<file path="config.mk">
export PLATFORM = sky130hd
export DESIGN_NAME = fft_bf_scheduler_flat
export DESIGN_NICKNAME = d
export VERILOG_FILES = /design/src/rtl/fft_bf_scheduler_pkg.sv /design/src/rtl/fft_bf_scheduler_if.sv /design/src/rtl/fft_bf_scheduler.sv /design/src/flat_wrapper.sv
export SDC_FILE = /design/constraint.sdc
export NUM_CORES = 1
export LEC_CHECK = 0
export CORE_ASPECT_RATIO = 1.5
export CORE_MARGIN = 2
export CORE_UTILIZATION = 59
export CTS_CLUSTER_DIAMETER = 80
export DETAILED_ROUTE_END_ITERATION = 10
export GPL_TIMING_DRIVEN = 0
export HOLD_SLACK_MARGIN = 0.03
export PLACE_DENSITY = 0.82
export REMOVE_ABC_BUFFERS = 1
export SYNTH_ARGS = -nofsm -noshare
export SYNTH_HDL_FRONTEND = slang
export SYNTH_SLANG_ARGS = --single-unit
</file>
<file path="constraint.sdc">
create_clock -name clk_i -period 6.8 [get_ports clk_i]
set_input_delay 0.68 -clock clk_i [delete_from_list [all_inputs] [get_ports clk_i]]
set_output_delay 0.68 -clock clk_i [all_outputs]
set_load 0.02 [all_outputs]
</file>
<file path="src/rtl/fft_bf_scheduler_pkg.sv">
// Shared types and butterfly address arithmetic for the radix-2 DIT FFT scheduler.
// bf_addr() is the single source of the in-place address / twiddle mapping.
package fft_pkg;

  localparam int MAX_LOG2 = 12;

  typedef enum logic [1:0] {
    ST_IDLE  = 2'd0,
    ST_RUN   = 2'd1,
    ST_DRAIN = 2'd2,
    ST_DONE  = 2'd3
  } fft_sched_state_t;

  typedef struct packed {
    logic [MAX_LOG2-1:0] addr_a;
    logic [MAX_LOG2-1:0] addr_b;
    logic [MAX_LOG2-1:0] tw;
  } bf_addr_t;

  // The package cannot see the instance parameters, so the transform size is an argument.
  function automatic bf_addr_t bf_addr(input logic [3:0]          n_log2,
                                       input logic [3:0]          s,
                                       input logic [MAX_LOG2-2:0] b);
    logic [MAX_LOG2-1:0] b_ext;
    logic [MAX_LOG2-1:0] span;
    logic [MAX_LOG2-1:0] idx;
    logic [MAX_LOG2-1:0] grp;
    bf_addr_t            res;
    b_ext      = {1'b0, b};
    span       = 12'd1 << s;
    idx        = b_ext & (span - 12'd1);
    grp        = b_ext >> s;
    res.addr_a = (grp << (s + 4'd1)) | idx;
    res.addr_b = res.addr_a + span;
    res.tw     = idx << (n_log2 - 4'd1 - s);
    return res;
  endfunction

endpackage

</file>
<file path="src/rtl/fft_bf_scheduler_if.sv">
// Butterfly request channel: scheduler (master) presents addresses, datapath (slave) accepts.
interface fft_bf_scheduler_if #(
  parameter int N_LOG2  = 10,
  parameter int TW_ADDR = N_LOG2 - 1
);
  localparam int SW = $clog2(N_LOG2);

  logic                valid;
  logic                ready;
  logic [N_LOG2-1:0]   addr_a;
  logic [N_LOG2-1:0]   addr_b;
  logic [TW_ADDR-1:0]  tw_addr;
  logic [SW-1:0]       stage;
  logic                last;

  modport master (output valid, addr_a, addr_b, tw_addr, stage, last, input ready);
  modport slave  (input valid, addr_a, addr_b, tw_addr, stage, last, output ready);

endinterface

</file>
<file path="src/rtl/fft_bf_scheduler.sv">
// Stage/butterfly sequencer for an in-place radix-2 DIT FFT with an inter-stage drain gap.
// All outputs are registered from the next-state values, so nothing is combinational from ready/start.
module fft_bf_scheduler
  import fft_pkg::*;
#(
  parameter int N_LOG2  = 10,
  parameter int TW_ADDR = N_LOG2 - 1,
  parameter int BF_LAT  = 4
) (
  input  logic                clk_i,
  input  logic                rst_i,
  input  logic                start_i,
  fft_bf_scheduler_if.master  bf,
  output logic                busy_o,
  output logic                done_o
);

  localparam int SW = $clog2(N_LOG2);
  localparam int BW = N_LOG2 - 1;
  localparam int DW = (BF_LAT > 1) ? $clog2(BF_LAT) : 1;

  localparam logic [BW-1:0] LAST_B     = {BW{1'b1}};
  localparam logic [SW-1:0] LAST_S     = SW'(N_LOG2 - 1);
  localparam logic [DW-1:0] DRAIN_INIT = DW'((BF_LAT > 0) ? BF_LAT - 1 : 0);

  fft_sched_state_t state_r, state_nxt_s;
  logic [SW-1:0]    stage_r, stage_nxt_s;
  logic [BW-1:0]    bfly_r, bfly_nxt_s;
  logic [DW-1:0]    drain_r, drain_nxt_s;
  logic             fire_s;
  logic             advance_s;
  logic             run_nxt_s;
  bf_addr_t         bf_s;
  logic             bf_unused_s;

  assign fire_s      = (state_r == ST_RUN) && bf.ready;
  assign run_nxt_s   = (state_nxt_s == ST_RUN);
  assign bf_s        = bf_addr(4'(N_LOG2), 4'(stage_nxt_s), (MAX_LOG2-1)'(bfly_nxt_s));
  assign bf_unused_s = ^bf_s;

  // Next-state and counter update; advance_s marks the end of a stage's drain gap.
  always_comb begin
    state_nxt_s = state_r;
    stage_nxt_s = stage_r;
    bfly_nxt_s  = bfly_r;
    drain_nxt_s = drain_r;
    advance_s   = 1'b0;
    case (state_r)
      ST_IDLE: begin
        if (start_i) begin
          state_nxt_s = ST_RUN;
          stage_nxt_s = SW'(0);
          bfly_nxt_s  = BW'(0);
          drain_nxt_s = DW'(0);
        end else begin
          state_nxt_s = ST_IDLE;
        end
      end
      ST_RUN: begin
        if (fire_s && (bfly_r == LAST_B)) begin
          if (BF_LAT == 0) begin
            advance_s = 1'b1;
          end else begin
            state_nxt_s = ST_DRAIN;
            drain_nxt_s = DRAIN_INIT;
          end
        end else if (fire_s) begin
          bfly_nxt_s = bfly_r + BW'(1);
        end else begin
          state_nxt_s = ST_RUN;
        end
      end
      ST_DRAIN: begin
        if (drain_r == DW'(0)) begin
          advance_s = 1'b1;
        end else begin
          drain_nxt_s = drain_r - DW'(1);
        end
      end
      ST_DONE: begin
        state_nxt_s = ST_IDLE;
        stage_nxt_s = SW'(0);
        bfly_nxt_s  = BW'(0);
        drain_nxt_s = DW'(0);
      end
      default: begin
        state_nxt_s = ST_IDLE;
        stage_nxt_s = SW'(0);
        bfly_nxt_s  = BW'(0);
        drain_nxt_s = DW'(0);
      end
    endcase

    if (advance_s) begin
      bfly_nxt_s = BW'(0);
      if (stage_r == LAST_S) begin
        state_nxt_s = ST_DONE;
      end else begin
        state_nxt_s = ST_RUN;
        stage_nxt_s = stage_r + SW'(1);
      end
    end else begin
      bfly_nxt_s = bfly_nxt_s;
    end
  end

  // FSM and counter registers.
  always_ff @(posedge clk_i) begin
    if (rst_i) begin
      state_r <= ST_IDLE;
      stage_r <= SW'(0);
      bfly_r  <= BW'(0);
      drain_r <= DW'(0);
    end else begin
      state_r <= state_nxt_s;
      stage_r <= stage_nxt_s;
      bfly_r  <= bfly_nxt_s;
      drain_r <= drain_nxt_s;
    end
  end

  // Registered outputs; addresses only load when the next cycle presents a butterfly.
  always_ff @(posedge clk_i) begin
    if (rst_i) begin
      bf.valid   <= 1'b0;
      bf.last    <= 1'b0;
      bf.addr_a  <= N_LOG2'(0);
      bf.addr_b  <= N_LOG2'(0);
      bf.tw_addr <= TW_ADDR'(0);
      bf.stage   <= SW'(0);
      busy_o     <= 1'b0;
      done_o     <= 1'b0;
    end else begin
      bf.valid <= run_nxt_s;
      bf.last  <= run_nxt_s && (bfly_nxt_s == LAST_B);
      busy_o   <= (state_nxt_s != ST_IDLE);
      done_o   <= (state_nxt_s == ST_DONE);
      if (run_nxt_s) begin
        bf.addr_a  <= bf_s.addr_a[N_LOG2-1:0];
        bf.addr_b  <= bf_s.addr_b[N_LOG2-1:0];
        bf.tw_addr <= bf_s.tw[TW_ADDR-1:0];
        bf.stage   <= stage_nxt_s;
      end
    end
  end

endmodule

</file>
<file path="src/flat_wrapper.sv">
// flat-port wrapper written by rule: the top's interface ports become plain ports
module fft_bf_scheduler_flat import fft_pkg::*;
#(
  parameter int N_LOG2  = 10,
  parameter int TW_ADDR = N_LOG2 - 1,
  parameter int BF_LAT  = 4
)
  (clk_i, rst_i, start_i, busy_o, done_o, bf_valid, bf_addr_a, bf_addr_b, bf_tw_addr, bf_stage, bf_last, bf_ready);
  fft_bf_scheduler_if #(.N_LOG2(N_LOG2), .TW_ADDR(TW_ADDR)) bf_i ();
  input  logic clk_i;
  input  logic rst_i;
  input  logic start_i;
  output logic busy_o;
  output logic done_o;
  output wire logic [$bits(bf_i.valid)-1:0] bf_valid;
  output wire logic [$bits(bf_i.addr_a)-1:0] bf_addr_a;
  output wire logic [$bits(bf_i.addr_b)-1:0] bf_addr_b;
  output wire logic [$bits(bf_i.tw_addr)-1:0] bf_tw_addr;
  output wire logic [$bits(bf_i.stage)-1:0] bf_stage;
  output wire logic [$bits(bf_i.last)-1:0] bf_last;
  input wire logic [$bits(bf_i.ready)-1:0] bf_ready;
  assign bf_valid = bf_i.valid;
  assign bf_addr_a = bf_i.addr_a;
  assign bf_addr_b = bf_i.addr_b;
  assign bf_tw_addr = bf_i.tw_addr;
  assign bf_stage = bf_i.stage;
  assign bf_last = bf_i.last;
  assign bf_i.ready = bf_ready;
  fft_bf_scheduler #(.N_LOG2(N_LOG2), .TW_ADDR(TW_ADDR), .BF_LAT(BF_LAT)) u_core (.clk_i(clk_i), .rst_i(rst_i), .start_i(start_i), .bf(bf_i), .busy_o(busy_o), .done_o(done_o));
endmodule
</file>
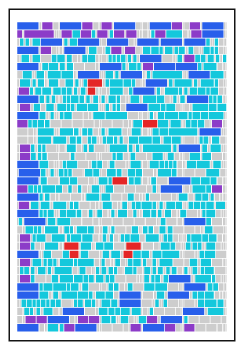
Run 1: placement by cell class
Scale: 3 px per micron. Fill, decap, tap and diode cells in gray.
remaining logic cells: in cyan, cells 482, share of their area 67%. registers: in blue, cells 54, share of their area 23%. clock drivers and dummy loads: in red, cells 8, share of their area 2.0%. remaining buffers and delay cells: in purple, cells 41, share of their area 8.8%.

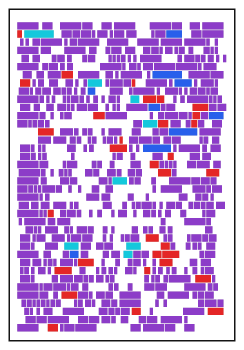
Run 1: cells by drive strength
Scale: 3 px per micron.
x6 and larger: in cyan, cells 8, share 1.4%, most used clkbuf_8. x1 and smaller: in purple, cells 536, share 92%, most used nor2_1. x3 and x4: in blue, cells 9, share 1.5%, most used o311ai_4. x2: in red, cells 32, share 5.5%.
Final Worst Setup Slack: 0.441 ns
Area Overhead vs Synth: 11.3%
number of ordinary and repair buffers in the finished layout: 41

==> out/metrics.json, run 1 <==
{
  "clock_group": {"value": 0.190, "unit": "mW"},
  "post_route_minimum_period": {"value": 6.36, "unit": "ns"},
  "ios": {"value": 41},
  "power.combinational.total": {"value": 0.101, "unit": "mW"},
  "final_clock_skew": {"value": 0.0169, "unit": "ns"},
  "grt_max_degree": {"value": 34},
  "cp.depth": {"value": 24},
  "non_clock_inverter_count_in_the_final_layout": {"value": 23},
  "net-switching-power": {"value": 0.183, "unit": "mW"},
  "p_per_area": {"value": 127, "unit": "nW/um^2"},
  "timing.slew.headroom": {"value": 13.7, "unit": "%"},
  "critPathMaxStageDelay": {"value": 0.51, "unit": "ns"},
  "synth_stat.cells": {"value": 572},
  "multi_input_combinational_cell_area": {"value": 3110, "unit": "sq um"},
  "stage_log_warnings": {"value": 33},
  "timing_worst_slew_pin_value": {"value": 1.29, "unit": "ns"},
  "grt_resource_usage_total": {"value": 31.2, "unit": "%"},
  "cts.clk_slew.worst_paths": {"value": 0.11, "unit": "ns"},
  "cts_sinks": {"value": 54},
  "pre_placement_core_utilization": {"value": 61.1, "unit": "%"},
  "global_route.usage.met2": {"value": 58.8, "unit": "%"},
  "final_number_of_hold_violating_endpoints": {"value": 0},
  "die_height": {"value": 110, "unit": "microns"},
  "most_common_cell": {"value": "sky130_fd_sc_hd__nor2_1"},
  "area_leaders": {"value": "sky130_fd_sc_hd__dfxtp_1, sky130_fd_sc_hd__ha_1, sky130_fd_sc_hd__nor2_1"},
  "finalSetupViolations": {"value": 0},
  "final_net_count": {"value": 615},
  "holdBufCountCts": {"value": 0},
  "ctsRootBufferMaster": {"value": "sky130_fd_sc_hd__clkbuf_8"},
  "numSynthFlops": {"value": 54},
  "synth_async_sr_flop_share": {"value": 0, "unit": "%"},
  "cp_top_family": {"value": "AND-OR/OR-AND gates"},
  "non_clock_buffer_area_share": {"value": 8.60, "unit": "%"},
  "critical_path.slowest_cell": {"value": "sky130_fd_sc_hd__or4_1"},
  "run_status": {"value": "finished clean"},
  "synth_cells": {"value": 572},
  "place.port_buffers": {"value": 40},
  "clock_path_buffers": {"value": 2},
  "comb.multi_input.count": {"value": 459},
  "critical_path_maximum_fanout": {"value": 26},
  "sequentialPower": {"value": 0.332, "unit": "mW"},
  "globalRouteOverflowTotal": {"value": 0},
  "p_comb_share": {"value": 16.1, "unit": "%"},
  "synth-warning-count": {"value": 0},
  "met3_track_usage_gr": {"value": 4.18, "unit": "%"},
  "placement_rows": {"value": 38},
  "top_power_group": {"value": "registers"},
  "setup_fix_bufs_post_cts": {"value": 0},
  "first_global_vias": {"value": 4095},
  "crit_chain": {"value": "inv_1, ha_2, nand2_2, or3_1, and2_2, inv_6, ha_1, nand2_1, ha_1, inv_1, o311ai_0, a21oi_1, o21ai_0, a21oi_1, a311o_1, ha_1, nand2_1, o21ai_0, o41ai_2, o21ai_0, xnor2_1, or4_1, a31oi_1, a311oi_1"},
  "synthDominantCellAreaShare": {"value": 24.5, "unit": "%"},
  "leakage": {"value": 1.85, "unit": "nW"},
  "synth.distinct_cells": {"value": 84},
  "swShare": {"value": 29.4, "unit": "%"},
  "detailedPlace.worstSlack": {"value": -0.616, "unit": "ns"},
  "clock_latency_late_sink": {"value": 0.33, "unit": "ns"},
  "gp_routability_congestion": {"value": 0.941},
  "worst-r2r-cell-count": {"value": 24},
  "design.core.area": {"value": 7230, "unit": "sq um"},
  "seqCellArea": {"value": 1080, "unit": "sq um"},
  "timing.reg2reg.setup_slack": {"value": 0.44, "unit": "ns"},
  "critPathKind": {"value": "flip-flop to flip-flop"},
  "rr_endpoint": {"value": "u_core.bf.addr_b[9]"},
  "synth.yosys.chip_area": {"value": 4420, "unit": "sq um"},
  "layout.area.top_class": {"value": "combinational gates"},
  "detailed_place_hpwl": {"value": 9430, "unit": "microns"},
  "standard_cell_area_after_detailed_placement": {"value": 4790, "unit": "sq um"},
  "syn_avg_cell_area": {"value": 7.73, "unit": "sq um"},
  "layout.clock_buffers": {"value": 5},
  "holdCritStartpoint": {"value": "u_core.bf.addr_b[8]"},
  "achievable-frequency": {"value": 0.157, "unit": "GHz"}
}
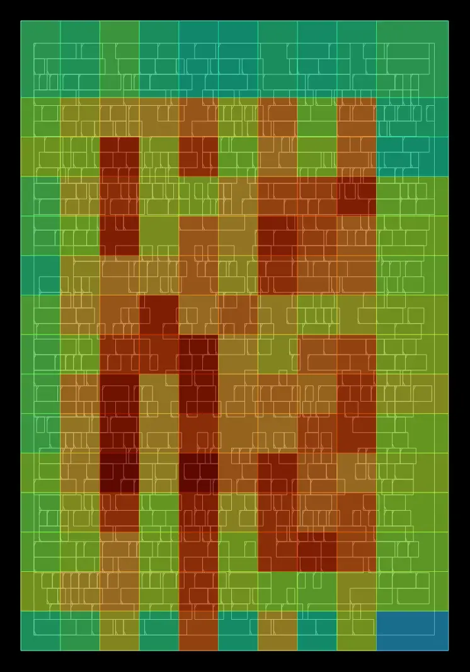
Run 1: track usage over the die
final core utilization: 68.1%
met1 usage: 33.5%

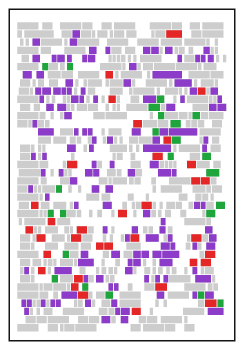
Run 1: gate families picked out
Scale: 3 px per micron.
non-inverting ao/oa cells: in red, cells 34, most used a21o_1. aoi and oai cells: in purple, cells 137, where all over the die. and/or cells: in green, cells 23, most used and2_1.
fraction of area in multi-input gates: 63.1%
dominant logic cell type in the layout: sky130_fd_sc_hd__nor2_1
count of placed standard cells in the final layout, fillers left out: 685

-- run 1: cells by family (layout without fill, tap and decap cells) --
group           after synthesis  in the layout  share of synthesized area [%]
simple gates                233            233                           25.9
compound gates              171            171                           29.8
buf+inv                      59             72                           6.20
flops                        54             54                           24.5
fa+ha+maj                    27             27                           7.81
xor+xnor                     18             18                           3.57
mux                          10             10                           2.32
-- run 1: state kept, by name, summed over array words and instances (netlist names), 2 cells and up --
signal             cells
u_core.stage_r         4
u_core.bf.addr_a      10
u_core.state_r         2
u_core.bfly_r          9
u_core.bf.addr_b      10
u_core.bf.stage        4
u_core.bf.tw_addr      9
u_core.drain_r         2
-- run 1: metal layers --
layer | part of all wire (%) | vias up
met5 | 0 | -
met4 | 3.3 | 0
met3 | 3.8 | 35
met2 | 54 | 115
met1 | 39 | 2114
li1 | - | 2117
Run 1, the metal 3 layer:
Scale: 4 px per micron.
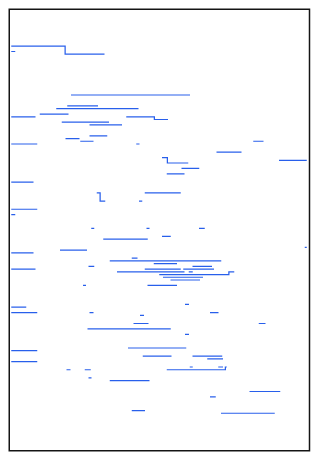

--- run 2 (diff from run 1) ---
--- a/config.mk
+++ b/config.mk
@@ -5,7 +5,6 @@
 export SDC_FILE = /design/constraint.sdc
 export NUM_CORES = 1
 export LEC_CHECK = 0
-export CORE_ASPECT_RATIO = 1.5
 export CORE_MARGIN = 2
 export CORE_UTILIZATION = 59
 export CTS_CLUSTER_DIAMETER = 80
@@ -17,3 +16,4 @@
 export SYNTH_ARGS = -nofsm -noshare
 export SYNTH_HDL_FRONTEND = slang
 export SYNTH_SLANG_ARGS = --single-unit
+export TNS_END_PERCENT = 20
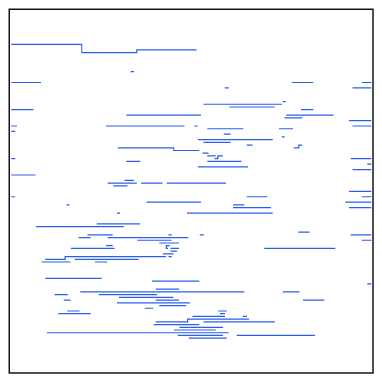
Run 2: the metal 3 layer
Scale: 4 px per micron.
The wires run mostly horizontal. The longest straight run is 45.1 microns.
met3 Track Usage GR: 4.34%
post-detailed-routing wire length: 12700 microns
number of vias after detailed routing: 4448

==> out/metrics.json, run 2 <==
{
  "run_status": {"value": "finished clean"},
  "crit_chain": {"value": "clkdlybuf4s50_1, nor2b_4, o221ai_1, and2_2, inv_4, ha_1, nand2_1, ha_1, inv_1, o311ai_0, a21oi_1, o21ai_0, a21oi_1, a311o_1, ha_1, nand2_1, o21ai_0, o41ai_2, o21ai_0, xnor2_1, or4_1, a31oi_1, a311oi_1"},
  "ios": {"value": 41},
  "grt_max_degree": {"value": 52},
  "sequential_cell_total": {"value": 54},
  "holdCritStartpoint": {"value": "u_core.bf.addr_b[5]"},
  "layout.clock_buffers": {"value": 6},
  "non_clock_buffer_area_share": {"value": 8.46, "unit": "%"},
  "synthDominantCellAreaShare": {"value": 24.5, "unit": "%"},
  "worst-r2r-cell-count": {"value": 23},
  "final_core_util": {"value": 67.7, "unit": "%"},
  "stage_log_warnings": {"value": 33},
  "top_power_group": {"value": "registers"},
  "cts_sinks": {"value": 54},
  "setup_fix_bufs_post_cts": {"value": 0},
  "grt_resource_usage_total": {"value": 30.6, "unit": "%"},
  "synth.largest_area_cell": {"value": "sky130_fd_sc_hd__dfxtp_1"},
  "standard_cell_area_after_detailed_placement": {"value": 4780, "unit": "sq um"},
  "clock_group": {"value": 0.187, "unit": "mW"},
  "area_leaders": {"value": "sky130_fd_sc_hd__dfxtp_1, sky130_fd_sc_hd__ha_1, sky130_fd_sc_hd__nor2_1"},
  "post_route_minimum_period": {"value": 6.32, "unit": "ns"},
  "ys_dominant_reg_cell": {"value": "sky130_fd_sc_hd__dfxtp_1"},
  "non_clock_inverter_count_in_the_final_layout": {"value": 23},
  "finalSetupViolations": {"value": 0},
  "synth_stat.cells": {"value": 572},
  "synth.yosys.chip_area": {"value": 4420, "unit": "sq um"},
  "netlist_top_cells_count": {"value": "sky130_fd_sc_hd__nor2_1, sky130_fd_sc_hd__dfxtp_1, sky130_fd_sc_hd__nand2_1, sky130_fd_sc_hd__a21oi_1, sky130_fd_sc_hd__o21ai_0"},
  "clock_latency_late_sink": {"value": 0.31, "unit": "ns"},
  "detailedPlace.worstSlack": {"value": -0.483, "unit": "ns"},
  "worstSetupStartpoint": {"value": "start_i"},
  "place.port_buffers": {"value": 40},
  "seqCellArea": {"value": 1080, "unit": "sq um"},
  "cts.clk_slew.worst_paths": {"value": 0.10, "unit": "ns"},
  "achievable-frequency": {"value": 0.158, "unit": "GHz"},
  "setup.worst_path.start_class": {"value": "primary input"},
  "clkCellAreaFrac": {"value": 1.76, "unit": "%"},
  "cp_top_family": {"value": "AND-OR/OR-AND gates"},
  "synth_async_sr_flop_share": {"value": 0, "unit": "%"},
  "cp-endpoint": {"value": "u_core.bf.addr_b[9]"},
  "timing.reg2reg.setup_slack": {"value": 0.50, "unit": "ns"},
  "tritoncts_clock_tree": {"value": "done"},
  "design.core.area": {"value": 7250, "unit": "sq um"},
  "fraction_of_area_in_multi_input_gates": {"value": 63.4, "unit": "%"},
  "via_per_inst": {"value": 6.50},
  "critical_path.slowest_cell": {"value": "sky130_fd_sc_hd__or4_1"},
  "final.period_utilization": {"value": 92.9, "unit": "%"},
  "most_common_cell": {"value": "sky130_fd_sc_hd__nor2_1"},
  "synth-warning-count": {"value": 0},
  "gp_routability_congestion": {"value": 0.980},
  "net-switching-power": {"value": 0.182, "unit": "mW"},
  "worst-endpoint-arrival": {"value": 6.48, "unit": "ns"},
  "layout.area.top_class": {"value": "combinational gates"},
  "grt_antenna_before_repair": {"value": 0},
  "critPathKind": {"value": "primary input to flip-flop"},
  "sequentialPower": {"value": 0.333, "unit": "mW"},
  "critical_path_maximum_fanout": {"value": 26},
  "post_cts_sizing_count": {"value": 4},
  "timing_worst_slew_pin_value": {"value": 1.27, "unit": "ns"},
  "final_net_count": {"value": 615},
  "critPathMaxStageDelay": {"value": 0.52, "unit": "ns"},
  "multi_input_combinational_cell_area": {"value": 3120, "unit": "sq um"},
  "synth_sequential_area_ratio": {"value": 24.5, "unit": "%"},
  "grt_setup_unrepaired": {"value": "no"},
  "cp.required": {"value": 6.96, "unit": "ns"},
  "power.combinational.total": {"value": 0.101, "unit": "mW"},
  "crit_buf_inv": {"value": 3},
  "p_per_area": {"value": 126, "unit": "nW/um^2"},
  "holdBufCountCts": {"value": 0},
  "final_number_of_hold_violating_endpoints": {"value": 0},
  "power.internal": {"value": 0.438, "unit": "mW"},
  "power_share_of_the_sequential_group": {"value": 53.6, "unit": "%"},
  "rr_endpoint": {"value": "u_core.bf.addr_b[9]"},
  "dp_cells": {"value": 676},
  "cp.depth": {"value": 23},
  "worst_slack": {"value": 0.482, "unit": "ns"},
  "final_clock_skew": {"value": 0.00757, "unit": "ns"},
  "cp-end-kind": {"value": "flip-flop"},
  "totalNegativeSetupSlack": {"value": 0, "unit": "ns"},
  "leakage": {"value": 1.85, "unit": "nW"},
  "top_regs": {"value": "u_core.bf.addr_a x10, u_core.bf.addr_b x10"},
  "clock_path_buffers": {"value": 2},
  "numSynthFlops": {"value": 54},
  "detailed_place_hpwl": {"value": 9260, "unit": "microns"},
  "cts_buffers": {"value": 5},
  "vdd_ir_drop_max": {"value": 0.0000825, "unit": "V"},
  "synth.distinct_cells": {"value": 84},
  "die_height": {"value": 90.5, "unit": "microns"},
  "non_clock_buffer_count": {"value": 41},
  "layout_top_cell": {"value": "sky130_fd_sc_hd__nor2_1"},
  "syn_avg_cell_area": {"value": 7.73, "unit": "sq um"},
  "worst_hold_stages": {"value": 2},
  "final_area": {"value": 4910, "unit": "sq um"},
  "ctsRootBufferMaster": {"value": "sky130_fd_sc_hd__clkbuf_8"},
  "whs": {"value": 0.457, "unit": "ns"},
  "swShare": {"value": 29.3, "unit": "%"},
  "pre_placement_core_utilization": {"value": 60.9, "unit": "%"},
  "globalRouteOverflowTotal": {"value": 0},
  "tapCellCount": {"value": 99},
  "timing.slew.headroom": {"value": 15.1, "unit": "%"},
  "area.growth.synth_to_final": {"value": 11.1, "unit": "%"},
  "count_of_placed_standard_cells_in_the_final_layout_fillers_left_out": {"value": 684},
  "chipArea": {"value": 8200, "unit": "sq um"},
  "drc": {"value": 0},
  "placement_rows": {"value": 31},
  "first_global_vias": {"value": 4110},
  "synth_cells": {"value": 572},
  "p_comb_share": {"value": 16.3, "unit": "%"},
  "comb.multi_input.count": {"value": 459}
}
==> run 2: metal layers <==
layer | vias up | part of all wire [%] | track usage (%)
met4 | 0 | 1.6 | 7.05
met2 | 190 | 46 | 50.4
met3 | 24 | 7.0 | 4.34
met1 | 2124 | 46 | 42.3
met5 | - | 0 | 0
li1 | 2110 | - | -
==> run 2: logic make-up (layout without fill, tap and decap cells) <==
group / count (synthesis) / after routing / synth area share [%]
AOI/OAI and AO/OA: 171 / 171 / 29.8
muxes: 10 / 10 / 2.32
DFF: 54 / 54 / 24.5
xor gates and xnor gates: 18 / 18 / 3.57
buffers and inverters: 59 / 72 / 6.20
adders and majority gates: 27 / 27 / 7.81
and+or+nand+nor: 233 / 233 / 25.9
Run 2, track usage over the die:
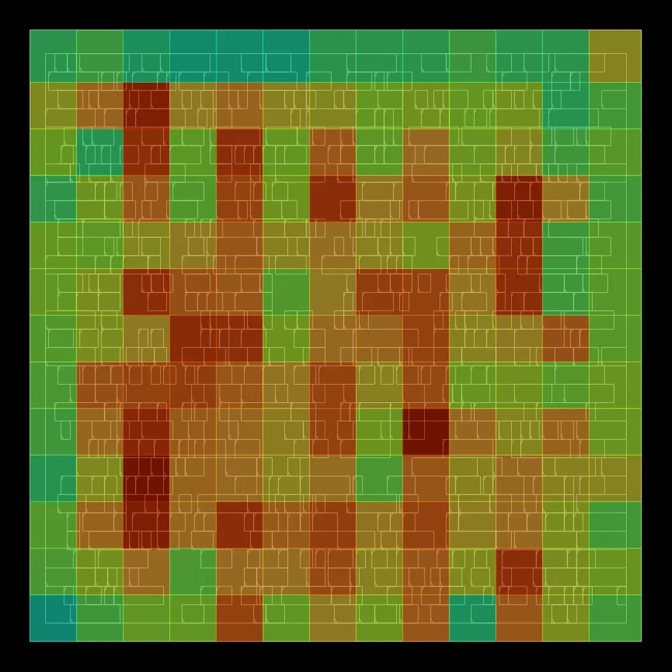

--- run 3 (diff from run 2) ---
--- a/config.mk
+++ b/config.mk
@@ -13,6 +13,7 @@
 export HOLD_SLACK_MARGIN = 0.03
 export PLACE_DENSITY = 0.82
 export REMOVE_ABC_BUFFERS = 1
+export SETUP_SLACK_MARGIN = 0.15
 export SYNTH_ARGS = -nofsm -noshare
 export SYNTH_HDL_FRONTEND = slang
 export SYNTH_SLANG_ARGS = --single-unit
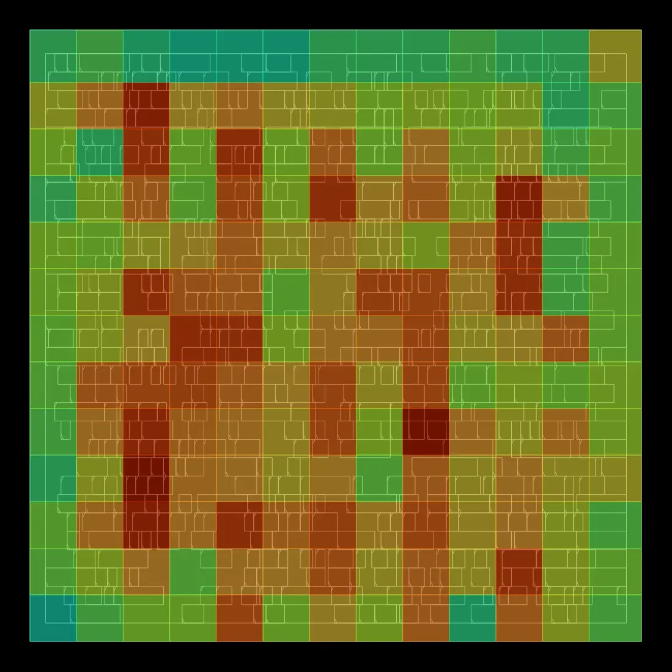
Run 3: track usage over the die
GRT Resource Usage Total: 30.6%
met1 usage: 42.3%
peak-usage layer in the global routing report: met2
met2 track demand over resource: 50.4%
final core utilization: 68.3%

==> out/metrics.json, run 3 <==
{
  "worst-r2r-cell-count": {"value": 23},
  "setup.worst_path.start_class": {"value": "flip-flop"},
  "synth.cellmix.adderShare": {"value": 7.81, "unit": "%"},
  "count_of_placed_standard_cells_in_the_final_layout_fillers_left_out": {"value": 689},
  "rr_endpoint": {"value": "u_core.bf.addr_b[9]"},
  "chipArea": {"value": 8200, "unit": "sq um"},
  "pre_placement_core_utilization": {"value": 60.9, "unit": "%"},
  "net-switching-power": {"value": 0.183, "unit": "mW"},
  "final_number_of_hold_violating_endpoints": {"value": 0},
  "drc": {"value": 0},
  "wirelength": {"value": 12600, "unit": "microns"},
  "p_per_area": {"value": 126, "unit": "nW/um^2"},
  "top_regs": {"value": "u_core.bf.addr_a x10, u_core.bf.addr_b x10"},
  "numSynthFlops": {"value": 54},
  "via_per_inst": {"value": 6.47},
  "insertedDiodeCount": {"value": 0},
  "sequentialPower": {"value": 0.333, "unit": "mW"},
  "run_status": {"value": "finished clean"},
  "die_height": {"value": 90.5, "unit": "microns"},
  "power_share_of_the_sequential_group": {"value": 53.3, "unit": "%"},
  "synth-warning-count": {"value": 0},
  "vdd_ir_drop_max": {"value": 0.0000828, "unit": "V"},
  "maxUsedRoutingLayer": {"value": "met4"},
  "globalRouteOverflowTotal": {"value": 0},
  "clock_path_buffers": {"value": 2},
  "swShare": {"value": 29.3, "unit": "%"},
  "ys_dominant_reg_cell": {"value": "sky130_fd_sc_hd__dfxtp_1"},
  "power.internal": {"value": 0.441, "unit": "mW"},
  "holdCritStartpoint": {"value": "u_core.bf.addr_b[5]"},
  "hold_path_class": {"value": "flip-flop to flip-flop"},
  "placement_rows": {"value": 31},
  "syn_avg_cell_area": {"value": 7.73, "unit": "sq um"},
  "critPathKind": {"value": "flip-flop to flip-flop"},
  "netlist_top_cells_count": {"value": "sky130_fd_sc_hd__nor2_1, sky130_fd_sc_hd__dfxtp_1, sky130_fd_sc_hd__nand2_1, sky130_fd_sc_hd__a21oi_1, sky130_fd_sc_hd__o21ai_0"},
  "critPathMaxStageDelay": {"value": 0.76, "unit": "ns"},
  "crit_chain": {"value": "ha_1, nand3_1, nor2_1, ha_1, and3b_1, and2_1, a2111oi_2, nand2_1, a21oi_1, o32ai_2, a22o_1, mux2i_1, nand3_1, nand2_1, ha_1, a21oi_1, o21ai_0, o41ai_2, o21ai_0, xnor2_1, or4_1, a31oi_1, a311oi_1"},
  "synth_stat.cells": {"value": 572},
  "detailed_place_hpwl": {"value": 9260, "unit": "microns"},
  "grt_setup_unrepaired": {"value": "no"},
  "final_area": {"value": 4950, "unit": "sq um"},
  "leakage": {"value": 1.88, "unit": "nW"},
  "worst-endpoint-arrival": {"value": 6.38, "unit": "ns"},
  "detailedPlace.worstSlack": {"value": -0.483, "unit": "ns"},
  "cts_sinks": {"value": 54},
  "totalNegativeSetupSlack": {"value": 0, "unit": "ns"},
  "met3RoutedLength": {"value": 818, "unit": "microns"},
  "detailroute.wirelength.met2": {"value": 5820, "unit": "microns"},
  "synth.largest_area_cell": {"value": "sky130_fd_sc_hd__dfxtp_1"},
  "whs": {"value": 0.457, "unit": "ns"},
  "seqCellArea": {"value": 1080, "unit": "sq um"},
  "tritoncts_clock_tree": {"value": "done"},
  "ios": {"value": 41},
  "synth_async_sr_flop_share": {"value": 0, "unit": "%"},
  "worst_slack": {"value": 0.582, "unit": "ns"},
  "grt_first_pass_wirelength": {"value": 20700, "unit": "microns"},
  "gp_routability_congestion": {"value": 0.980},
  "worstSetupStartpoint": {"value": "u_core.bfly_r[0]"},
  "ctsRootBufferMaster": {"value": "sky130_fd_sc_hd__clkbuf_8"},
  "achievable-frequency": {"value": 0.161, "unit": "GHz"},
  "cts.clk_slew.worst_paths": {"value": 0.10, "unit": "ns"},
  "area_leaders": {"value": "sky130_fd_sc_hd__dfxtp_1, sky130_fd_sc_hd__ha_1, sky130_fd_sc_hd__nor2_1"},
  "critical_path_maximum_fanout": {"value": 8},
  "ys_sh_xor": {"value": 3.57, "unit": "%"},
  "synth.distinct_cells": {"value": 84},
  "clock_group": {"value": 0.188, "unit": "mW"},
  "number_of_synthesized_flops_with_an_enable_pin": {"value": 0},
  "cap_viol_max_count": {"value": 0},
  "final_net_count": {"value": 620},
  "synth_sequential_area_ratio": {"value": 24.5, "unit": "%"},
  "ys_top_logic_family": {"value": "AND-OR/OR-AND gates"},
  "timing.slew.headroom": {"value": 14.6, "unit": "%"},
  "timing.reg2reg.setup_slack": {"value": 0.58, "unit": "ns"},
  "synth.area.mux_share": {"value": 2.32, "unit": "%"},
  "final.period_utilization": {"value": 91.4, "unit": "%"},
  "p_comb_share": {"value": 16.7, "unit": "%"},
  "first_global_vias": {"value": 4110},
  "multi_input_combinational_cell_area": {"value": 3120, "unit": "sq um"},
  "clock_latency_late_sink": {"value": 0.32, "unit": "ns"},
  "most_common_cell": {"value": "sky130_fd_sc_hd__nor2_1"},
  "cts_buffers": {"value": 5},
  "worst_hold_stages": {"value": 2},
  "grt_max_degree": {"value": 52},
  "standard_cell_area_after_detailed_placement": {"value": 4780, "unit": "sq um"},
  "layout_top_cell": {"value": "sky130_fd_sc_hd__nor2_1"},
  "synthDominantCellAreaShare": {"value": 24.5, "unit": "%"},
  "final_clock_skew": {"value": 0.00595, "unit": "ns"},
  "power.combinational.total": {"value": 0.104, "unit": "mW"},
  "dp_cells": {"value": 676},
  "post_route_minimum_period": {"value": 6.22, "unit": "ns"},
  "synth_cells": {"value": 572},
  "synth.yosys.chip_area": {"value": 4420, "unit": "sq um"},
  "critical_path.slowest_cell": {"value": "sky130_fd_sc_hd__a2111oi_2"},
  "holdBufCountCts": {"value": 0},
  "stage_log_warnings": {"value": 33},
  "routedLengthMet1": {"value": 5790, "unit": "microns"},
  "cp-end-kind": {"value": "flip-flop"},
  "area.growth.synth_to_final": {"value": 12.0, "unit": "%"},
  "num_vias": {"value": 4457},
  "met3_track_usage_gr": {"value": 4.34, "unit": "%"},
  "simple_gate_area_share": {"value": 25.9, "unit": "%"},
  "place.port_buffers": {"value": 40},
  "first_pass_iters": {"value": 5},
  "cp-endpoint": {"value": "u_core.bf.addr_b[9]"},
  "synthAoiAreaFrac": {"value": 29.8, "unit": "%"},
  "timing_worst_slew_pin_value": {"value": 1.28, "unit": "ns"},
  "design.core.area": {"value": 7250, "unit": "sq um"},
  "finalSetupViolations": {"value": 0},
  "grt_antenna_before_repair": {"value": 0},
  "cp.required": {"value": 6.97, "unit": "ns"},
  "top_power_group": {"value": "registers"}
}
## run 3: cell type report
| class | count | share of cell area [%] |
|---|---|---|
| clock buffers | 6 | 1.47 |
| flip-flops and latches | 54 | 21.8 |
| clock inverters | 2 | 0.278 |
| inverters | 23 | 1.84 |
| repair buffers | 46 | 9.15 |
| well taps | 99 | 2.50 |
| multi-input cells | 459 | 62.9 |
## run 3: worst max-delay path, delay by kind of cell (launching register included)
family | cells | cell delay, ns
muxes | 1 | 0.23
adders and majority gates | 3 | 0.83
AOI/OAI and AO/OA | 10 | 2.64
xor gates and xnor gates | 1 | 0.19
and+or+nand+nor | 8 | 1.72
DFF | 1 | 0.45
## run 3: repair_timing
item / 4_1_cts / 5_1_grt
buffers inserted: 0 / 5
cloned: 0 / 0
resized: 4 / 6
setup endpoints to repair: 2 / 2
No activity file was given, so power comes from the tool's default toggle rates.
